File: config.mk
export PLATFORM = sky130hd
export DESIGN_NAME = fifo_stream_reader_flat
export DESIGN_NICKNAME = d
export VERILOG_FILES = /design/src/rtl/fifo_stream_reader_if.sv /design/src/rtl/fifo_stream_reader.sv /design/src/flat_wrapper.sv
export SDC_FILE = /design/constraint.sdc
export NUM_CORES = 1
export LEC_CHECK = 0
export CELL_PAD_IN_SITES_DETAIL_PLACEMENT = 0
export CELL_PAD_IN_SITES_GLOBAL_PLACEMENT = 1
export CORE_MARGIN = 4
export CORE_UTILIZATION = 30
export CTS_CLUSTER_DIAMETER = 120
export CTS_CLUSTER_SIZE = 10
export DETAILED_ROUTE_END_ITERATION = 16
export PLACE_DENSITY_LB_ADDON = 0.1
export SYNTH_ARGS = -nofsm -noshare
export SYNTH_HDL_FRONTEND = slang
export SYNTH_SLANG_ARGS = --single-unit
File: constraint.sdc
create_clock -name clk -period 1.8 [get_ports clk]
set_input_delay 0.18 -clock clk [delete_from_list [all_inputs] [get_ports clk]]
set_output_delay 0.18 -clock clk [all_outputs]
set_load 0.01 [all_outputs]
File: src/rtl/fifo_stream_reader_if.sv
// Bundle of the FIFO read-port and valid/ready stream signals handled by fifo_stream_reader.
// The master view belongs to the reader; the slave view belongs to the FIFO and the consumer.
interface fifo_stream_reader_if #(
  parameter int WIDTH = 8
);
  logic             fifo_rd_en;
  logic [WIDTH-1:0] fifo_rd_data;
  logic             fifo_empty;
  logic             flush;
  logic             m_valid;
  logic [WIDTH-1:0] m_data;
  logic             m_ready;
  logic             busy;

  modport master (
    output fifo_rd_en, m_valid, m_data, busy,
    input  fifo_rd_data, fifo_empty, flush, m_ready
  );

  modport slave (
    input  fifo_rd_en, m_valid, m_data, busy,
    output fifo_rd_data, fifo_empty, flush, m_ready
  );
endinterface

File: src/rtl/fifo_stream_reader.sv
// Drains a synchronous FIFO with one-cycle read latency into a valid/ready stream,
// using a 3-entry holding buffer so that back-to-back words can be delivered every cycle.
module fifo_stream_reader #(
  parameter int WIDTH = 8
) (
  input  logic                 clk,
  input  logic                 rst_n,
  fifo_stream_reader_if.master bus
);

  logic [1:0]       occ_q, occ_d;
  logic [1:0]       head_q, head_d;
  logic [1:0]       tail_q, tail_d;
  logic             inflight_q, inflight_d;
  logic [WIDTH-1:0] buf_q [3];
  logic [WIDTH-1:0] buf_d [3];

  logic [2:0] pending;
  logic       rd_en;
  logic       capture;
  logic       pop;

  function automatic logic [1:0] ptr_inc(input logic [1:0] p);
    return (p == 2'd2) ? 2'd0 : p + 2'd1;
  endfunction

  always_comb begin
    occ_d      = occ_q;
    head_d     = head_q;
    tail_d     = tail_q;
    buf_d      = buf_q;
    // Reserving a slot for the in-flight word keeps the buffer from ever overflowing.
    pending    = {1'b0, occ_q} + {2'b00, inflight_q};
    rd_en      = rst_n & ~bus.flush & ~bus.fifo_empty & (pending < 3'd3);
    inflight_d = rd_en;
    capture    = inflight_q;
    pop        = (occ_q != 2'd0) & bus.m_ready;

    if (bus.flush) begin
      occ_d  = 2'd0;
      head_d = 2'd0;
      tail_d = 2'd0;
    end else begin
      if (capture) begin
        buf_d[tail_q] = bus.fifo_rd_data;
        tail_d        = ptr_inc(tail_q);
      end
      if (pop) begin
        head_d = ptr_inc(head_q);
      end
      occ_d = occ_q + {1'b0, capture} - {1'b0, pop};
    end
  end

  always_ff @(posedge clk) begin
    if (!rst_n) begin
      occ_q      <= 2'd0;
      head_q     <= 2'd0;
      tail_q     <= 2'd0;
      inflight_q <= 1'b0;
      for (int i = 0; i < 3; i++) begin
        buf_q[i] <= '0;
      end
    end else begin
      occ_q      <= occ_d;
      head_q     <= head_d;
      tail_q     <= tail_d;
      inflight_q <= inflight_d;
      buf_q      <= buf_d;
    end
  end

  assign bus.fifo_rd_en = rd_en;
  assign bus.m_valid    = (occ_q != 2'd0);
  assign bus.m_data     = buf_q[head_q];
  assign bus.busy       = (occ_q != 2'd0) | inflight_q;

endmodule

File: src/flat_wrapper.sv
// flat-port wrapper written by rule: the top's interface ports become plain ports
module fifo_stream_reader_flat 
#(
  parameter int WIDTH = 8
)
  (clk, rst_n, bus_fifo_rd_en, bus_m_valid, bus_m_data, bus_busy, bus_fifo_rd_data, bus_fifo_empty, bus_flush, bus_m_ready);
  fifo_stream_reader_if #(.WIDTH(WIDTH)) bus_i ();
  input  logic clk;
  input  logic rst_n;
  output wire logic [$bits(bus_i.fifo_rd_en)-1:0] bus_fifo_rd_en;
  output wire logic [$bits(bus_i.m_valid)-1:0] bus_m_valid;
  output wire logic [$bits(bus_i.m_data)-1:0] bus_m_data;
  output wire logic [$bits(bus_i.busy)-1:0] bus_busy;
  input wire logic [$bits(bus_i.fifo_rd_data)-1:0] bus_fifo_rd_data;
  input wire logic [$bits(bus_i.fifo_empty)-1:0] bus_fifo_empty;
  input wire logic [$bits(bus_i.flush)-1:0] bus_flush;
  input wire logic [$bits(bus_i.m_ready)-1:0] bus_m_ready;
  assign bus_fifo_rd_en = bus_i.fifo_rd_en;
  assign bus_m_valid = bus_i.m_valid;
  assign bus_m_data = bus_i.m_data;
  assign bus_busy = bus_i.busy;
  assign bus_i.fifo_rd_data = bus_fifo_rd_data;
  assign bus_i.fifo_empty = bus_fifo_empty;
  assign bus_i.flush = bus_flush;
  assign bus_i.m_ready = bus_m_ready;
  fifo_stream_reader #(.WIDTH(WIDTH)) u_core (.clk(clk), .rst_n(rst_n), .bus(bus_i));
endmodule
### Cell classes on the final placement, run 1

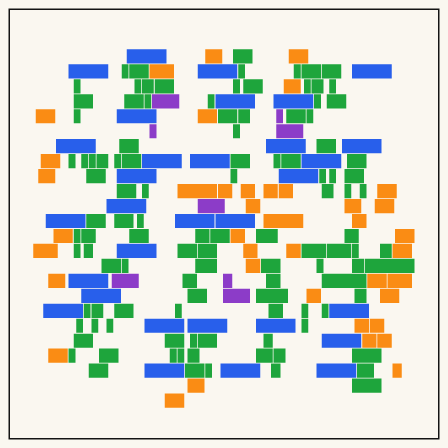
Key: green = remaining logic cells [cells 111, share of their area 43%]; blue = sequential cells [cells 31, share of their area 33%]; orange = remaining buffers and delay cells [cells 40, share of their area 20%]; purple = clock drivers and dummy loads [cells 8, share of their area 4.3%]
Placeable Area: 4720 sq um
Cell Rows: 25
final instance area: 1980 sq um
Core Util, Final: 41.9%
Seq/total area: 31.4%

### Placed standard cells, run 1

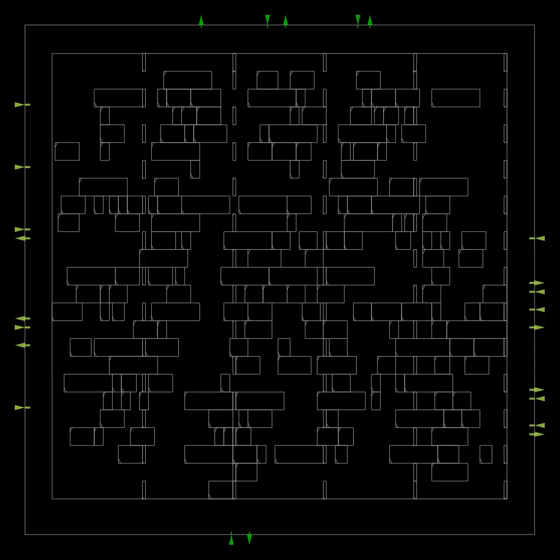
flop count: 31
Tapcell Cnt: 67
Non-Filler Instances: 257

### Cell density map, run 1

8 x 8 tiles, from white (low) to dark blue (high), 0 to 100% covered.
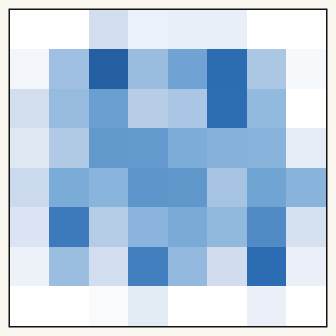
The mean over all tiles is 31%. 6.2% of the tiles are over 75% full. The densest ninth of the die: middle. The fullest tile reaches 81%. 16% of the tiles are nearly empty.
Core Util at FP: 30.9%

### Signal wires on met3, run 1

The bar under the picture is 20 um long.
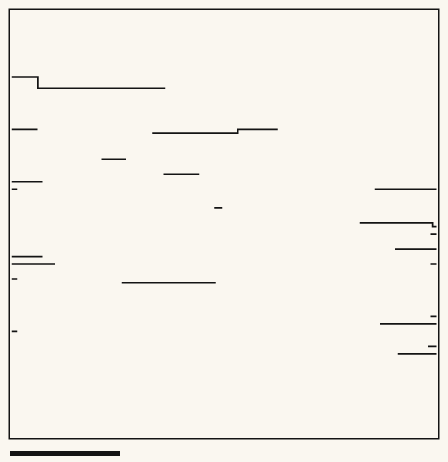
The longest straight run is 23.0 um. The layer carries 159 um of wire. 19 nets have wire on it. The layer holds 4.7% of the routed length.

## run 1: power by group through the flow
stage	clock (mW)	sequential (mW)	combinational, mW
2_1_floorplan	0	0.713	0.0557
3_3_place_gp	0	0.712	0.119
3_5_place_dp	0	0.712	0.122
4_1_cts	0.547	0.697	0.122
5_1_grt	0.593	0.697	0.131
6_report	0.523	0.697	0.119
## run 1: metrics by stage
step | hold WS (ns) | power, mW
floorplan | 0.263 | 0.769
global placement | 0.445 | 0.831
detailed placement | 0.448 | 0.835
CTS | 0.459 | 1.37
global route | 0.483 | 1.42
finish | 0.459 | 1.34
## run 1: worst max-delay path, delay by kind of cell (launching register included)
kind            cells  cell delay (ns)
fa+ha+maj           2             0.40
flops               1             0.34
compound gates      1             0.34
buf+inv             1             0.18
## run 1: synth_stat cells, drive strengths merged
library cell   n
a2111oi        2
a21oi          2
buf            7
clkbuf         4
dfxtp         31
ha             4
inv            3
mux2i         34
nand2         39
nand2b         2
nand3b         4
nand4bb        2
nor2           2
nor4bb         1
o21a           1
o21ai          1
o22ai          7
or2            1
or2b           1
or3            1
or3b           1
or4b           2
xnor3          1
## run 1: worst paths after layout
check | startpoint | to | slack [ns] | cells after the start
setup / recovery | u_core.capture | bus_fifo_rd_en | 0.09 | 4
hold / removal | u_core.buf_q[13] | u_core.buf_q[13] | 0.46 | 2
setup reg to reg | u_core.occ_q[1] | u_core.occ_q[1] | 0.31 | 7
hold reg to reg | u_core.buf_q[13] | u_core.buf_q[13] | 0.46 | 2
## run 1: routing by layer
layer	vias up	share of wire [%]
met3	5	4.7
met5	-	0
met4	0	1.2
met2	24	47
met1	547	47
li1	601	-
## run 1: layout make-up
cell class / instances / area [sq um]
inverters: 3 / 11.3
clock inverters: 1 / 5.00
well taps: 67 / 83.8
clock buffers: 7 / 76.3
repair buffers: 40 / 378
multi-input cells: 108 / 802
fillers: 474 / 2750
flip-flops and latches: 31 / 621
## run 1: repair_timing
| action | in CTS | in global routing |
|---|---|---|
| setup endpoints to repair | 7 | 4 |
| gates resized | 13 | 5 |
| pin swaps | 1 | 1 |
| setup buffers | 0 | 0 |
## run 1: state kept, by name, indices dropped and copies added (netlist names)
signal / count
u_core.occ_q: 2
u_core.head_q: 2
u_core.buf_q: 24
u_core.tail_q: 2
u_core.capture: 1
## run 1: logic make-up after synthesis
family / share of synthesized area (%)
xor+xnor: 1.54
simple gates: 19.0
fa+ha+maj: 3.42
flops: 42.5
buf+inv: 4.54
mux: 23.3
compound gates: 5.74
==> flow_metrics.tcl, run 1 <==
# collected from the flow reports
set metrics [dict create \
    outcome "complete, no violations" \
    gr-usage-met3_pct 4.18 \
    cts_root_buf "clkbuf_8" \
    report.final.slew_viol_count 0 \
    overflow 0 \
    fin_nets 206 \
    wl_per_cell_um 13.2 \
    grt_use_met2_pct 19.5 \
    switching_share_pct 23.1 \
    min_path_type "flip-flop to flip-flop" \
    dp_hpwl_um 2410 \
    placed_cell_area_sq_um 1880 \
    io_pins 24 \
    drc 0 \
    cts_hold_buf 0 \
    cts_tree "yes" \
    critical_path.cell_chain "ha_2 > ha_4 > a2111oi_2 > buf_2" \
    comb_power_share_pct 8.9 \
    drive_above_1_share_pct 15.3 \
    die_x_um 77.8 \
    p_int_mw 1.03 \
    fmax_mhz 585 \
    antenna_cells 0 \
    grt_usage_pct 12.2 \
    grt_use_met1_pct 15.0 \
    antenna_found_initial 0 \
    worstSetupStartpointType "flip-flop" \
    crit_path_end_kind "output port" \
    grt_busiest_layer "met2" \
    ys_warn_count 0 \
    power_switching_mw 0.309 \
    synth_seq_share_pct 42.5 \
    worst_pin_slew_ns 0.321 \
    cts.clk_slew.worst_paths_ns 0.07 \
    p_leak_nw 0.879 \
    warnings 26 \
    fp_nets 170 \
    routed_wl_um 3380 \
    p_clk_share_pct 39.0 \
    dieHeight_um 77.8 \
    fin_crit_sh_pct 94.9 \
    worstPathArrival_ns 1.53 \
    lay_top_count "nand2_1" \
    grt_pass1_vias 1164 \
    grt_pass1_wl_um 5670 \
    syn_avg_cell_area_sq_um 9.55 \
    num_vias 1177 \
    drtIter0Drc 43 \
    ant_nets 0 \
    finalSetupTns_ns 0 \
    ys_area_sq_um 1460 \
    ys_top_cells_by_area "dfxtp_1, mux2i_1, nand2_1" \
    slew_headroom_pct 78.0 \
    final.min_clock_period_ns 1.71 \
    dp_slack_ns -0.219 \
    cts_buffers 5 \
    clock_path_buffers 2 \
    area_growth_pct 35.3 \
    finalClockSkew_ns 0.00753 \
    yosysCellCount 153 \
    synth.distinct_cells 25 \
    grt_max_degree 37 \
    maxCapViolations 0 \
    firstDrtPassIters 4 \
    final-hold-violation-count 0 \
    timing.final.ws_setup_ns 0.0916 \
    ir_drop_mv 0.329 \
    yosysTopAreaCell "dfxtp_1" \
    worstSkewPairLatency_ns 0.28 \
    required_ns 1.62 \
    finalSetupViolCount 0 \
    dp.cells 249 \
    cts.sinks 31 \
    synthCells 153 \
    slowest_delay_ns 0.34 \
    ys_ff 31 \
    dieArea_sq_um 6050 \
    portBuffers 23 \
    critical_path.slowest_cell "dfxtp_1" \
]
==> run 1 -> run 2 <==
--- a/config.mk
+++ b/config.mk
@@ -6,7 +6,7 @@
 export NUM_CORES = 1
 export LEC_CHECK = 0
 export CELL_PAD_IN_SITES_DETAIL_PLACEMENT = 0
-export CELL_PAD_IN_SITES_GLOBAL_PLACEMENT = 1
+export CELL_PAD_IN_SITES_GLOBAL_PLACEMENT = 2
 export CORE_MARGIN = 4
 export CORE_UTILIZATION = 30
 export CTS_CLUSTER_DIAMETER = 120
### Signal wires on met3, run 2

The bar under the picture is 20 um long.
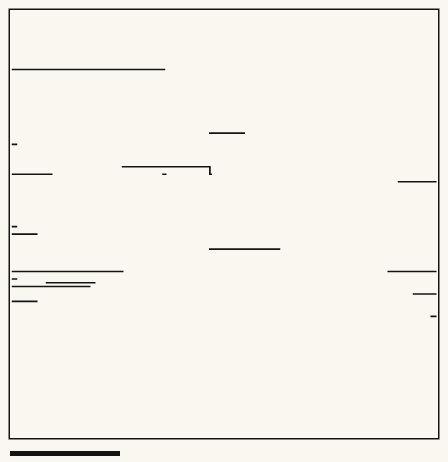
The longest straight run is 27.6 um. The layer carries 145 um of wire. The wires run mostly horizontal. 15 nets have wire on it. The layer holds 4.4% of the routed length.

==> run 2 against run 1 <==
  * Die area unchanged
  * Area after synthesis unchanged
  * Core utilization up 0.079 points
  * Critical path depth unchanged
  * Final cell count unchanged
  * Count of clock-buffer cells in the layout unchanged
  * Via count down 0.59%
  * Critical path type unchanged
==> flow_metrics.tcl, run 2 <==
# collected from the flow reports
set metrics [dict create \
    synth.distinct_cells 25 \
    cts_hold_buf 0 \
    ys_top_cells_by_area "dfxtp_1, mux2i_1, nand2_1" \
    globalplace.congestion 0.697 \
    drtIter0Drc 46 \
    num_vias 1170 \
    antenna_found_initial 0 \
    placed_cell_area_sq_um 1870 \
    slew_headroom_pct 78.0 \
    cts_tree "yes" \
    synth_top_cell_by_count "nand2_1" \
    grt_pass1_wl_um 5440 \
    syn_avg_cell_area_sq_um 9.55 \
    required_ns 1.62 \
    final-hold-violation-count 0 \
    top_area_share_pct 42.5 \
    largest_register "u_core.buf_q" \
    ir_drop_mv 0.393 \
    synth-main-ff-cell "dfxtp_1" \
    report.final.slew_viol_count 0 \
    routed_wl_um 3300 \
    dp_hpwl_um 2340 \
    hold_path_end "u_core.buf_q[8]" \
    final_cell_mix "nand2_1, mux2i_1, dfxtp_1" \
    reg2reg_from "u_core.occ_q[1]" \
    worstHoldStart "u_core.buf_q[8]" \
    crit_path_end_kind "output port" \
    final_util_pct 41.9 \
    cts.clk_slew.worst_paths_ns 0.07 \
    cts_max_level 2 \
    synth_async_sr_flop_share_pct 0 \
    antenna_cells 0 \
    fp_nets 170 \
    fillers 475 \
    grt_pass1_vias 1129 \
    cts_buffers 5 \
    dieHeight_um 77.8 \
    min_path_cells 2 \
    holdWs_ns 0.455 \
    maxCapViolations 0 \
    yosysCellCount 153 \
    reg2reg_slack_ns 0.32 \
    clock_path_buffers 2 \
    largest_reg_flops 24 \
    worstSkewPairLatency_ns 0.28 \
    grt_usage_pct 11.7 \
    synthCells 153 \
    edf_count 0 \
    ys_area_sq_um 1460 \
    portBuffers 23 \
    final.min_clock_period_ns 1.73 \
    synth_seq_share_pct 42.5 \
    min_path_type "flip-flop to flip-flop" \
    die_x_um 77.8 \
    finalClockSkew_ns 0.00525 \
    outcome "complete, no violations" \
    firstDrtPassIters 4 \
    worstPathArrival_ns 1.55 \
    grt_max_degree 37 \
    drive_above_1_share_pct 15.3 \
    yosysTopAreaCell "dfxtp_1" \
    cts_root_buf "clkbuf_8" \
    via_per_inst 4.55 \
    wl_per_cell_um 12.9 \
    ys_warn_count 0 \
    reg2reg_to "u_core.occ_q[1]" \
    area_growth_pct 35.5 \
    warnings 26 \
    crit_fanout 2 \
    ys_ff 31 \
    worst_r2r_path_depth 7 \
    fin_nets 206 \
    worstSetupPathType "flip-flop to output port" \
    critical_path.cell_chain "ha_2 > ha_4 > a2111oi_4 > buf_2" \
    netlist_area_sq_um 1460 \
    fmax_mhz 578 \
    io_pins 24 \
    worstSetupStartpointType "flip-flop" \
    fin_area_sq_um 1980 \
    cts.sinks 31 \
    finalSetupTns_ns 0 \
    total_power_mw 1.35 \
    std_cell_rows 25 \
    lay_top_count "nand2_1" \
    fin_crit_sh_pct 96.2 \
    p_per_area_nw_per_um2 679 \
    critical_path.slowest_cell "a2111oi_4" \
    overflow 0 \
    dieArea_sq_um 6050 \
    finalSetupViolCount 0 \
    drc 0 \
    ant_nets 0 \
    initial_core_util_pct 30.9 \
    synthTopCellsByCount "nand2_1, mux2i_1, dfxtp_1, o22ai_1, buf_2" \
    coreArea_sq_um 4720 \
    p_leak_nw 0.891 \
    slowest_delay_ns 0.35 \
    worst_pin_slew_ns 0.322 \
]
-- run 2: cell type report --
type,count,area (sq um),area share (%)
tap,67,83.8,4.23
sequential,31,621,31.3
multi-input combinational,108,815,41.1
timing repair buffer,40,369,18.6
clock inverter,1,5.00,0.253
clock buffer,7,76.3,3.85
inverter,3,11.3,0.569
-- run 2: layer usage --
| metal | wire, um | global-route usage [%] |
|---|---|---|
| met1 | 1510 | 14.0 |
| met2 | 1610 | 18.5 |
| met5 | 0 | 0 |
| met4 | 40 | 3.74 |
| met3 | 145 | 5.22 |
-- run 2: what timing repair did --
item,CTS,global route
buffers inserted,0,0
pin swaps,0,0
resized,12,6
endpoints found under the setup margin,6,5
-- run 2: report_power, final --
| part | switching (mW) | internal [mW] |
|---|---|---|
| registers | 0.00415 | 0.693 |
| logic | 0.0549 | 0.0669 |
| clock network | 0.256 | 0.271 |
-- run 2: logic make-up after synthesis --
group                    count (synthesis)  share of synthesized area, %
XOR/XNOR                                 1                          1.54
buffers and inverters                   14                          4.54
flip-flops                              31                          42.5
adder cells (fa/ha/maj)                  4                          3.42
multiplexers                            34                          23.3
AND-OR/OR-AND                           13                          5.74
AND/OR/NAND/NOR                         56                          19.0
-- run 2: how the worst max path moves through the flow --
| stage | startpoint | endpoint | slack (ns) | cells after the start |
|---|---|---|---|---|
| floorplan | u_core.capture | bus_fifo_rd_en | 0.09 | 3 |
| global placement | u_core.capture | bus_fifo_rd_en | -0.13 | 4 |
| detailed placement | u_core.capture | bus_fifo_rd_en | -0.17 | 4 |
| CTS | u_core.head_q[1] | bus_m_data[6] | 0.005 | 4 |
| global route | u_core.capture | bus_fifo_rd_en | -0.008 | 4 |
| finish | u_core.capture | bus_fifo_rd_en | 0.07 | 4 |
-- run 2: critical path: cells and delay by family (launching register included) --
family | cells | cell delay, ns
adders and majority gates | 2 | 0.40
AOI/OAI and AO/OA | 1 | 0.35
DFF | 1 | 0.34
buffers and inverters | 1 | 0.19
-- run 2: metrics by stage --
step / worst slack (ns) / instances
6_report: 0.0685 / 257
2_1_floorplan: 0.0911 / 153
3_5_place_dp: -0.174 / 249
4_1_cts: 0.00549 / 257
3_3_place_gp: -0.129 / 249
5_1_grt: -0.00789 / 257
Power figures rest on the tool's default switching activity, not on a simulated workload.
